===== src/rtl/turn_sequencer.sv =====
// Turn sequencer: accepts one turn command, inserts H-bridge dead time,
// drives the left/right code for a fixed cycle count, then pulses done.
module turn_sequencer #(
  parameter int         CNT_W       = 28,
  parameter int         SHORT_TICKS = 10000000,
  parameter int         LONG_TICKS  = 20000000,
  parameter int         GAP_TICKS   = 50000,
  parameter logic [3:0] CODE_LEFT   = 4'b1010,
  parameter logic [3:0] CODE_RIGHT  = 4'b0101
) (
  input  logic       clock,
  input  logic       reset,
  input  logic       turn_req,
  input  logic       turn_dir,
  input  logic       turn_long,
  input  logic       abort,
  output logic [3:0] h_bridge_out,
  output logic       busy,
  output logic       done,
  output logic       aborted,
  output logic       long_active
);

  localparam longint LIM = longint'(1) << CNT_W;

  if (SHORT_TICKS < 1 || longint'(SHORT_TICKS) >= LIM) begin : g_bad_short
    $error("turn_sequencer: SHORT_TICKS out of range");
  end
  if (LONG_TICKS < 1 || longint'(LONG_TICKS) >= LIM) begin : g_bad_long
    $error("turn_sequencer: LONG_TICKS out of range");
  end
  if (GAP_TICKS < 0 || longint'(GAP_TICKS) >= LIM) begin : g_bad_gap
    $error("turn_sequencer: GAP_TICKS out of range");
  end

  localparam logic [CNT_W-1:0] SHORT_LAST = CNT_W'(SHORT_TICKS - 1);
  localparam logic [CNT_W-1:0] LONG_LAST  = CNT_W'(LONG_TICKS - 1);
  localparam logic [CNT_W-1:0] GAP_LAST   =
    CNT_W'((GAP_TICKS == 0) ? 0 : GAP_TICKS - 1);

  typedef enum logic [1:0] {
    S_IDLE,
    S_GAP,
    S_DRIVE
  } state_t;

  state_t           r_state;
  logic [CNT_W-1:0] r_cnt;
  logic             r_dir;
  logic             r_long;
  logic [3:0]       r_out;
  logic             r_busy;
  logic             r_done;
  logic             r_aborted;
  logic             r_long_act;

  logic             w_accept;
  logic             w_drive_last;
  logic [3:0]       w_code_in;
  logic [3:0]       w_code_lat;

  assign w_accept     = (r_state == S_IDLE) && turn_req && !abort;
  assign w_drive_last = (r_cnt == (r_long ? LONG_LAST : SHORT_LAST));
  assign w_code_in    = turn_dir ? CODE_RIGHT : CODE_LEFT;
  assign w_code_lat   = r_dir ? CODE_RIGHT : CODE_LEFT;

  always_ff @(posedge clock) begin
    if (reset) begin
      r_state    <= S_IDLE;
      r_cnt      <= '0;
      r_dir      <= 1'b0;
      r_long     <= 1'b0;
      r_out      <= 4'b0000;
      r_busy     <= 1'b0;
      r_done     <= 1'b0;
      r_aborted  <= 1'b0;
      r_long_act <= 1'b0;
    end else begin
      r_done <= 1'b0;
      unique case (r_state)
        S_IDLE: begin
          if (w_accept) begin
            r_dir     <= turn_dir;
            r_long    <= turn_long;
            r_aborted <= 1'b0;
            r_busy    <= 1'b1;
            r_cnt     <= '0;
            if (GAP_TICKS == 0) begin
              r_state    <= S_DRIVE;
              r_out      <= w_code_in;
              r_long_act <= turn_long;
            end else begin
              r_state <= S_GAP;
            end
          end
        end
        S_GAP: begin
          if (abort) begin
            r_state   <= S_IDLE;
            r_cnt     <= '0;
            r_busy    <= 1'b0;
            r_done    <= 1'b1;
            r_aborted <= 1'b1;
          end else if (r_cnt == GAP_LAST) begin
            r_state    <= S_DRIVE;
            r_cnt      <= '0;
            r_out      <= w_code_lat;
            r_long_act <= r_long;
          end else begin
            r_cnt <= r_cnt + CNT_W'(1);
          end
        end
        S_DRIVE: begin
          // completion outranks a coincident abort
          if (w_drive_last || abort) begin
            r_state    <= S_IDLE;
            r_cnt      <= '0;
            r_out      <= 4'b0000;
            r_busy     <= 1'b0;
            r_long_act <= 1'b0;
            r_done     <= 1'b1;
            r_aborted  <= !w_drive_last;
          end else begin
            r_cnt <= r_cnt + CNT_W'(1);
          end
        end
        default: begin
          r_state <= S_IDLE;
          r_out   <= 4'b0000;
          r_busy  <= 1'b0;
        end
      endcase
    end
  end

  assign h_bridge_out = r_out;
  assign busy         = r_busy;
  assign done         = r_done;
  assign aborted      = r_aborted;
  assign long_active  = r_long_act;

endmodule

===== config.mk =====
export PLATFORM = sky130hd
export DESIGN_NAME = turn_sequencer
export DESIGN_NICKNAME = d
export VERILOG_FILES = /design/src/rtl/turn_sequencer.sv
export SDC_FILE = /design/constraint.sdc
export NUM_CORES = 1
export LEC_CHECK = 0
export ABC_CLOCK_PERIOD_IN_PS = 2600
export CORE_ASPECT_RATIO = 0.6
export CORE_MARGIN = 3
export CORE_UTILIZATION = 35
export CTS_CLUSTER_SIZE = 25
export DETAILED_ROUTE_END_ITERATION = 10
export PLACE_DENSITY = 0.63
export SYNTH_ARGS = -nofsm -noshare
export SYNTH_HDL_FRONTEND = slang
export SYNTH_SLANG_ARGS = --single-unit

===== constraint.sdc =====
create_clock -name clock -period 2.6 [get_ports clock]
set_input_delay 0.52 -clock clock [delete_from_list [all_inputs] [get_ports clock]]
set_output_delay 0.52 -clock clock [all_outputs]
set_load 0.02 [all_outputs]

Figure 1. Signal wires on met2 (run 1).
Scale bar: 20 um.
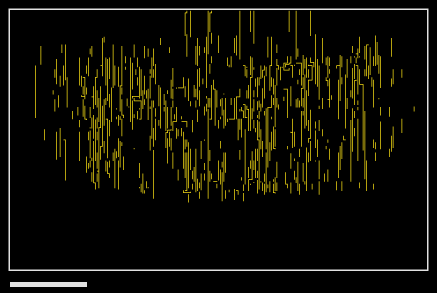
nets with wire on the layer = 246
main direction = vertical
wire length on this layer = 2090 um
longest straight run = 23.3 um
final wirelength: 6103 um
Vias: 2195
met2 usage: 0.2133

Figure 2. Register map, names as in the netlist (run 1).
Scale bar: 20 um.
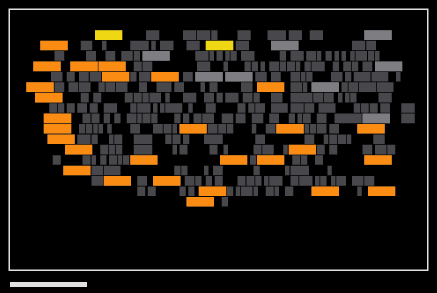
yellow -> h_bridge_out  # placed flops 2
orange -> r_cnt  # placed flops 28
fin util: 0.4516
flop share of the area: 0.2875
Seq. pwr: 0.595 mW
register area: 760.7 um^2

Figure 3. M3 wires (run 1).
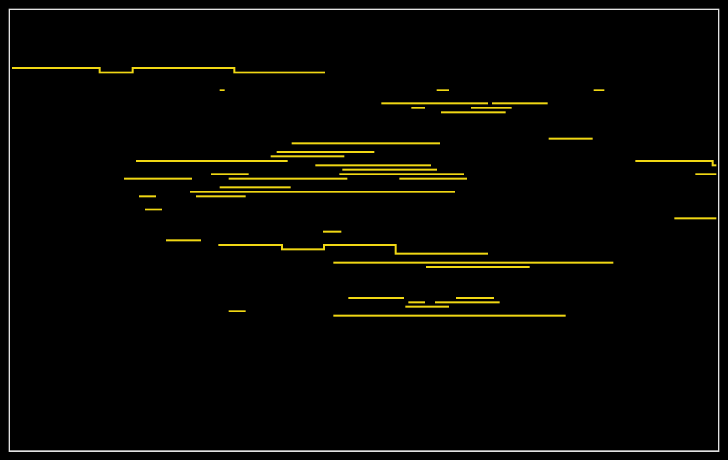
wire length on this layer = 532 um
share of all routed wire = 8.7%
main direction = horizontal
nets with wire on the layer = 35
GR Util met3: 0.03820

==> results_slide.txt, run 1 <==
Implementation Results

Logic synthesis
  – Top cell area share: 0.3420
  – Mean post-synth cell area: 8.060 um^2
  – Chip Area, Yosys: 2225 um^2
  – Top cells by area: dfxtp_1, a21oi_1, nand3_1
  – Nets at Floorplan: 287
  – Number of enable flip-flop cells: 0
  – Yosys warns: 0

Detailed routing
  – Drt initial violations: 204
  – DRC Markers: 0

Clocking
  – Max clock buf depth: 2
  – Sink Count: 38
  – TritonCTS clock tree: yes

GRT
  – Largest net degree at the start of global routing: 24
  – Number of global-route vias before repair: 1953
  – Total grt overflow: 0
  – Initial antenna violation count: 0

Timing
  – Final Hold Vio Count: 0
  – Min Hold Slack: 0.4834 ns
  – Skew final: 0.002321 ns
  – Setup_tns: 0 ns
  – Unrepaired setup endpoints after global routing: no

Pwr
  – Power share of the clock group: 0.375
  – Cell-internal power: 0.8516 mW
  – LEAKAGE: 0.9226 nW

Placed design
  – Area post-placement: 2542 um^2

Finish
  – P&R area growth vs syn: 18.95%
  – Layout Nets: 310

Hold path
  – Hold wc startpoint: long_active$_SDFFE_PP0P_
  – Hold path cells: 2

Critical path
  – Critical Path RT: 2.78 ns
  – WS Path Type: reg2reg
  – Reg2Reg Capture Point: r_cnt[11]$_SDFFE_PP0P_

Status
  – Outcome: completed

Floorplan
  – Init Core Util: 0.3797
==> run 1: final cells by class <==
type	instances	area [um^2]	area share
clock inverter	2	12.51	0.004728
tap	80	100.1	0.03783
multi-input combinational	213	1364	0.5154
sequential	38	760.7	0.2875
timing repair buffer	34	300.3	0.1135
inverter	7	26.28	0.009929
clock buffer	6	82.58	0.03121
==> run 1: layout by cell type, fill, tap and decap left out, types with 3 or more instances in the layout <==
cell type        instances
a21oi_1                 20
and2_1                   3
nand2b_1                 7
nor2_1                  19
clkbuf_8                 6
nand2_1                 22
ha_1                     5
nor4bb_1                 3
o21ai_0                 10
a211oi_1                 8
mux2i_1                  4
xor2_1                   7
nor4_1                   3
dfxtp_1                 38
nand4_1                 10
and3_1                  10
nor3_1                   6
inv_1                    7
buf_4                   20
a31oi_1                 11
clkdlybuf4s50_1         13
nand3_1                 19
==> run 1: per-stage QoR <==
stage / instances / power, mW / setup WS, ns
after floorplan: 276 / 0.6869 / 0.4072
after global placement: 372 / 0.7393 / -0.002326
after detailed placement: 372 / 0.7392 / -0.06180
after CTS: 380 / 1.176 / 0.08340
after global routing: 380 / 1.217 / 0.01984
final: 380 / 1.168 / 0.1887
==> run 1: how the worst max path moves through the flow <==
stage / start / to / slack [ns]
global route: r_cnt[14]$_SDFFE_PP0P_ / r_cnt[21]$_SDFFE_PP0P_ / 0.02
CTS: r_cnt[17]$_SDFFE_PP0P_ / r_cnt[8]$_SDFFE_PP0P_ / 0.08
detailed placement: reset / r_cnt[18]$_SDFFE_PP0P_ / -0.06
floorplan: abort / r_cnt[26]$_SDFFE_PP0P_ / 0.41
finish: r_cnt[17]$_SDFFE_PP0P_ / r_cnt[11]$_SDFFE_PP0P_ / 0.19
global placement: abort / r_cnt[14]$_SDFFE_PP0P_ / -0.002
==> run 1: metal layers <==
layer / track usage / up-vias / part of all wire
met5: 0 / - / 0
met4: 0.06142 / 0 / 0.012
met3: 0.03820 / 6 / 0.087
met2: 0.2133 / 82 / 0.34
met1: 0.3068 / 1024 / 0.56
li1: - / 1083 / -
==> run 1: repair_timing <==
item / CTS / global route
resized: 1 / 1
endpoints found under the setup margin: 2 / 8
setup buffers: 0 / 0
==> run 1: critical path, cell delays in order, from the launching register on <==
cell and delay (ns):
dfxtp_1 0.38, nor4_1 0.28, nand2_1 0.19, or4_4 0.56, o211a_1 0.28, o21ai_2 0.28
buf_4 0.22, a211oi_1 0.08
==> run 1: cells by family after synthesis <==
kind of cell / share of synthesized area
xor+xnor: 0.03544
fa+ha+maj: 0.02812
compound gates: 0.2328
flops: 0.3420
mux: 0.01800
simple gates: 0.2947
buf+inv: 0.04893
==> run 1: state kept, by name, indices dropped and copies added (netlist names) <==
name / count
r_cnt: 28
h_bridge_out: 2
r_state: 2
aborted: 1
busy: 1
done: 1
long_active: 1
r_dir: 1
r_long: 1
==> run 1: power by group through the flow <==
| stage | logic, mW | registers [mW] | clock network [mW] |
|---|---|---|---|
| after floorplan | 0.0783 | 0.609 | 0 |
| after detailed placement | 0.131 | 0.609 | 0 |
| after CTS | 0.132 | 0.595 | 0.449 |
| after global placement | 0.131 | 0.608 | 0 |
| after global routing | 0.147 | 0.596 | 0.473 |
| final | 0.135 | 0.595 | 0.438 |
==> run 2, diff against run 1 <==
Settings changed: CORE_MARGIN 3 to not set.
Figure 4. M3 wires (run 2).
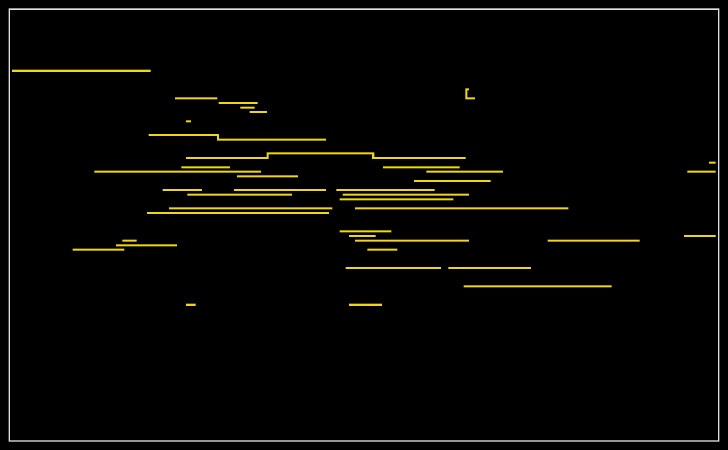
longest straight run = 31.3 um
share of all routed wire = 7.8%
nets with wire on the layer = 36
wire length on this layer = 471 um
main direction = horizontal
final wirelength: 6010 um
GR Util met3: 0.03878
Vias: 2215

Figure 5. Gate-type map (run 2).
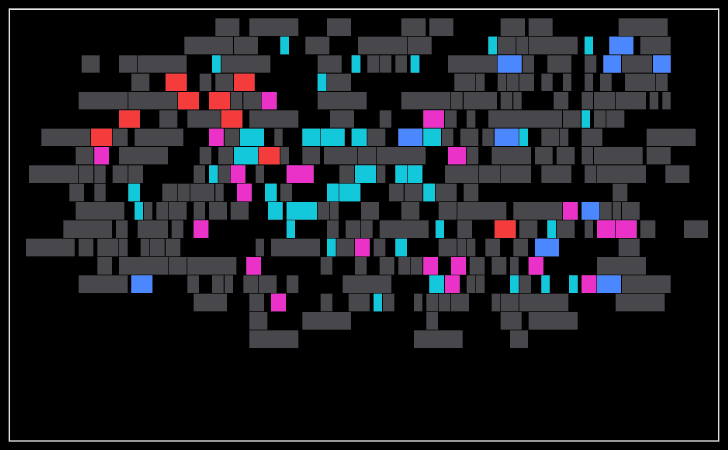
blue -> non-inverting ao/oa cells  # cells 10
magenta -> and/or cells  # cells 20, most used and3_1
red -> xor and xnor cells  # cells 9, most used xor2_1
cyan -> nor cells  # cells 37, most used nor2_1
highest-count logic cell in the final layout: dfxtp_1
logic share of the area: 0.5087
Final Non-Filler Cells: 384

==> run 2 against run 1 <==
First-iteration DRC count down 21%. Sequential power is essentially flat. Non-clock buffer count stayed put. Combinational power is 4% higher. Global-route usage up 0.44 points. Flip-flop count unchanged. Critical path depth unchanged.
==> results_slide.txt, run 2 <==
Implementation Results

Critical path
  – CP max stage delay: 0.55 ns

GRT
  – Initial antenna violation count: 0
  – Number of global-route vias before repair: 1852

Pwr
  – LEAKAGE: 0.9361 nW
  – Power share of the clock group: 0.409
  – Cell-internal power: 0.9256 mW

Placed design
  – Dpl cells: 376

Clocking
  – TritonCTS clock tree: yes
  – # Post-CTS Setup Buffers: 0

Logic synthesis
  – Number of enable flip-flop cells: 0
  – Top cells by area: dfxtp_1, a21oi_1, nand3_1
  – Yosys warns: 0
  – Mean post-synth cell area: 8.060 um^2
  – Chip Area, Yosys: 2225 um^2

Status
  – Outcome: completed

Finish
  – Layout Nets: 310
  – Max FFs per register: 28
  – Fin util: 0.4376

Timing
  – Final Hold Vio Count: 0
  – Unrepaired setup endpoints after global routing: no
  – PnR worst setup slack: 0.1662 ns

Detailed routing
  – Drt initial violations: 162
  – DRC Markers: 0

Hold path
  – Hold wc startpoint: aborted$_SDFFE_PP0P_
run 2: cell counts after synthesis:
No cell type changed its count.
run 2: final timing paths:
path	depth (start not counted)	slack (ns)	endpoint
worst min-delay path	2	0.48	aborted$_SDFFE_PP0P_
worst min register to register	2	0.48	aborted$_SDFFE_PP0P_
worst max register to register	7	0.17	r_cnt[15]$_SDFFE_PP0P_
worst max-delay path	7	0.17	r_cnt[15]$_SDFFE_PP0P_
run 2: logic make-up (layout without fill, tap and decap cells):
kind of cell / count (synthesis) / after routing / share of synthesized area
flip-flops: 38 / 38 / 0.3420
multiplexers: 4 / 4 / 0.01800
buffers and inverters: 25 / 49 / 0.04893
AND-OR/OR-AND: 76 / 76 / 0.2328
adder cells (fa/ha/maj): 5 / 5 / 0.02812
AND/OR/NAND/NOR: 119 / 119 / 0.2947
XOR/XNOR: 9 / 9 / 0.03544
run 2: critical path, delay by kind of cell (launching register included):
family	cells	cell delay, ns
buffers and inverters	1	0.23
AOI/OAI and AO/OA	3	0.67
and+or+nand+nor	3	1.03
DFF	1	0.37
run 2: final cells by class:
type                       instances  area [um^2]
tap                               84        105.1
sequential                        38        760.7
timing repair buffer              34        312.8
multi-input combinational        213         1360
fill                             629         3437
inverter                           7        26.28
clock buffer                       5        68.82
clock inverter                     3        40.04
run 2: metal layers:
metal  part of all wire  vias up  wire (um)  global-route usage
li1                   -     1081          -                   -
met1               0.55     1045       3333              0.3189
met2               0.36       84       2169              0.2235
met3              0.078        5        471             0.03878
met4             0.0060        0         36             0.04225
met5                  0        -          0                   0
run 2: power by group through the flow:
| stage | combinational [mW] | sequential (mW) | clock, mW |
|---|---|---|---|
| after floorplan | 0.0783 | 0.609 | 0 |
| after global placement | 0.136 | 0.608 | 0 |
| after detailed placement | 0.137 | 0.608 | 0 |
| after CTS | 0.137 | 0.595 | 0.518 |
| after global routing | 0.152 | 0.596 | 0.546 |
| final | 0.140 | 0.595 | 0.508 |
run 2: stage by stage:
step                      power, mW  cell area [um^2]  hold WS, ns
after floorplan              0.6869              2225       0.4600
after global placement       0.7440              2560       0.4611
after detailed placement     0.7451              2560       0.4689
after CTS                     1.250              2669       0.4829
after global routing          1.294              2674       0.5208
final                         1.242              2674       0.4794
run 2: repair_timing:
action	CTS	global route
resized	0	1
endpoints found under the setup margin	0	6
hold buffers	0	0
==> run 3, diff against run 2 <==
Settings changed: TNS_END_PERCENT set to 50.
Figure 6. M3 wires (run 3).
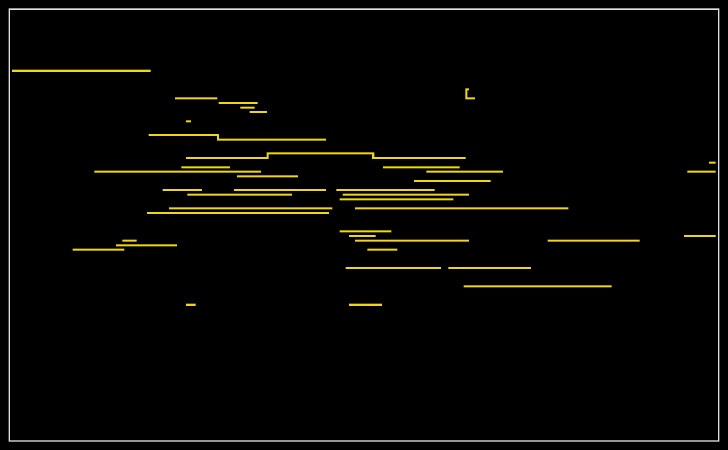
longest straight run = 31.3 um
nets with wire on the layer = 36
share of all routed wire = 7.8%

Figure 7. Register map, names as in the netlist (run 3).
Scale bar: 20 um.
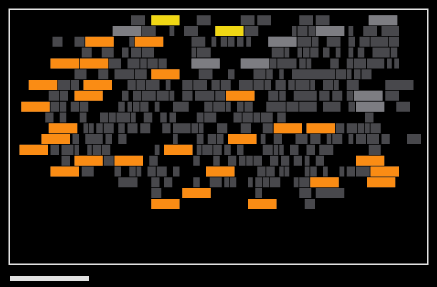
yellow -> h_bridge_out  # placed flops 2
orange -> r_cnt  # placed flops 28
fin util: 0.4376
flop share of the area: 0.2845

==> run 3 against run 2 <==
Flip-flop count unchanged. Register-to-register slack about the same. Design area unchanged. Largest cell class unchanged. Largest power group unchanged. Critical path depth unchanged. Sequential share of layout area unchanged.
==> results_slide.txt, run 3 <==
Implementation Results

Critical path
  – CP max stage delay: 0.55 ns
  – CP top delay family: simple AND/OR/NAND/NOR gates
  – Reg2Reg Setup Slack: 0.17 ns
  – Slowest-stage cell, CP: or4_4
  – Cells along the critical path: nor4_1 -> nand2_1 -> or4_4 -> o211a_1 -> o21ai_1 -> buf_4 -> a211oi_1
  – Worst path bufs/invs: 1
  – Critical Path RT: 2.78 ns

Finish
  – Max FFs per register: 28
  – Register area: 760.7 um^2
  – Biggest register: r_cnt
  – Fill cells: 629
  – P&R area growth vs syn: 20.19%
  – Highest-count logic cell in the final layout: dfxtp_1
  – Final Cell Area: 2674 um^2

Timing
  – Unrepaired setup endpoints after global routing: no
  – Setup_tns: 0 ns
  – Final Hold Vio Count: 0

Logic synthesis
  – Top cells by area: dfxtp_1, a21oi_1, nand3_1
  – Yosys aoi share: 0.2328
  – Yosys warns: 0
  – Yosys simple share: 0.2947
  – Number of enable flip-flop cells: 0
  – Nets at Floorplan: 287
  – XOR Share, Synth: 0.03543
  – Adder-Cell Fraction of Synth Area: 0.02812
  – Logic family by area: simple AND/OR/NAND/NOR gates
  – Mean post-synth cell area: 8.060 um^2

Detailed routing
  – Drt initial violations: 162

Floorplan
  – Init Core Util: 0.3640

Pwr
  – Tot Pwr: 1.242 mW
  – LEAKAGE: 0.9361 nW

Placed design
  – Area post-placement: 2560 um^2

Clocking
  – Max clock buf depth: 2
  – Sink Count: 38
  – # Post-CTS Setup Buffers: 0

GRT
  – Total grt overflow: 0

Status
  – Outcome: completed
==> run 3: cell counts after synthesis <==
Identical to the previous run, type by type.
==> run 3: layer usage <==
metal	track usage	share of wire
met4	0.04225	0.0060
met5	0	0
met1	0.3189	0.55
met2	0.2235	0.36
met3	0.03878	0.078
==> run 3: final timing paths <==
| kind | startpoint | cells past startpoint | end |
|---|---|---|---|
| setup / recovery | r_cnt[17]$_SDFFE_PP0P_ | 7 | r_cnt[15]$_SDFFE_PP0P_ |
| hold / removal | aborted$_SDFFE_PP0P_ | 2 | aborted$_SDFFE_PP0P_ |
| setup reg to reg | r_cnt[17]$_SDFFE_PP0P_ | 7 | r_cnt[15]$_SDFFE_PP0P_ |
| hold reg to reg | aborted$_SDFFE_PP0P_ | 2 | aborted$_SDFFE_PP0P_ |
==> run 3: report_power, final <==
group | leakage (nW) | internal, mW | switching (mW)
Sequential | 0.307 | 0.588 | 0.00695
Combinational | 0.572 | 0.0553 | 0.0847
Clock | 0.0579 | 0.283 | 0.225
==> run 3: worst register-to-register path: cells and delay by family, from the launching register on <==
| kind | cells | cell delay, ns |
|---|---|---|
| simple gates | 3 | 1.03 |
| flops | 1 | 0.37 |
| buf+inv | 1 | 0.23 |
| compound gates | 3 | 0.68 |
==> run 3: cell families after synthesis <==
family | after synthesis
simple gates | 119
xor+xnor | 9
mux | 4
compound gates | 76
flops | 38
buf+inv | 25
fa+ha+maj | 5
==> run 3: timing repair <==
| action | CTS | global route |
|---|---|---|
| hold buffers | 0 | 0 |
| setup endpoints to repair | 0 | 6 |
| gates resized | 0 | 1 |
| endpoints found under the hold margin | 0 | 0 |
==> run 3: layout make-up <==
cell class,instances,share of cell area
multi-input combinational,213,0.5087
inverter,7,0.009827
sequential,38,0.2845
clock inverter,3,0.01497
clock buffer,5,0.02574
tap,84,0.03931
timing repair buffer,34,0.1170
==> run 3: metrics by stage <==
step                hold slack (ns)  cells  worst slack [ns]
finish                       0.4794    384            0.1662
global route                 0.5208    384           0.07269
CTS                          0.4829    384           0.01444
detailed placement           0.4689    376          -0.02267
global placement             0.4611    376         -0.002978
floorplan                    0.4600    276            0.4072

==> screenshots <==
Routing congestion.
(a)
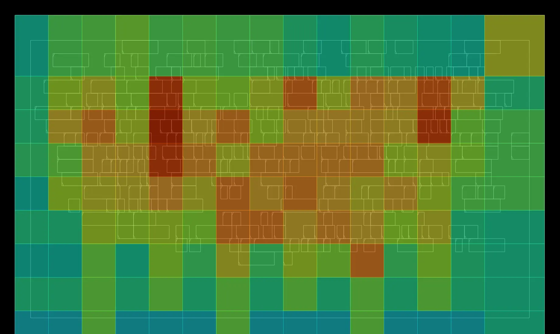
(b)
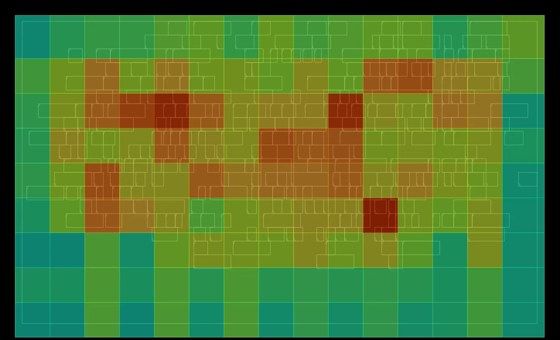
Run 1 is (a).
Run 3 is (b).

No activity file was given, so power comes from the tool's default toggle rates.
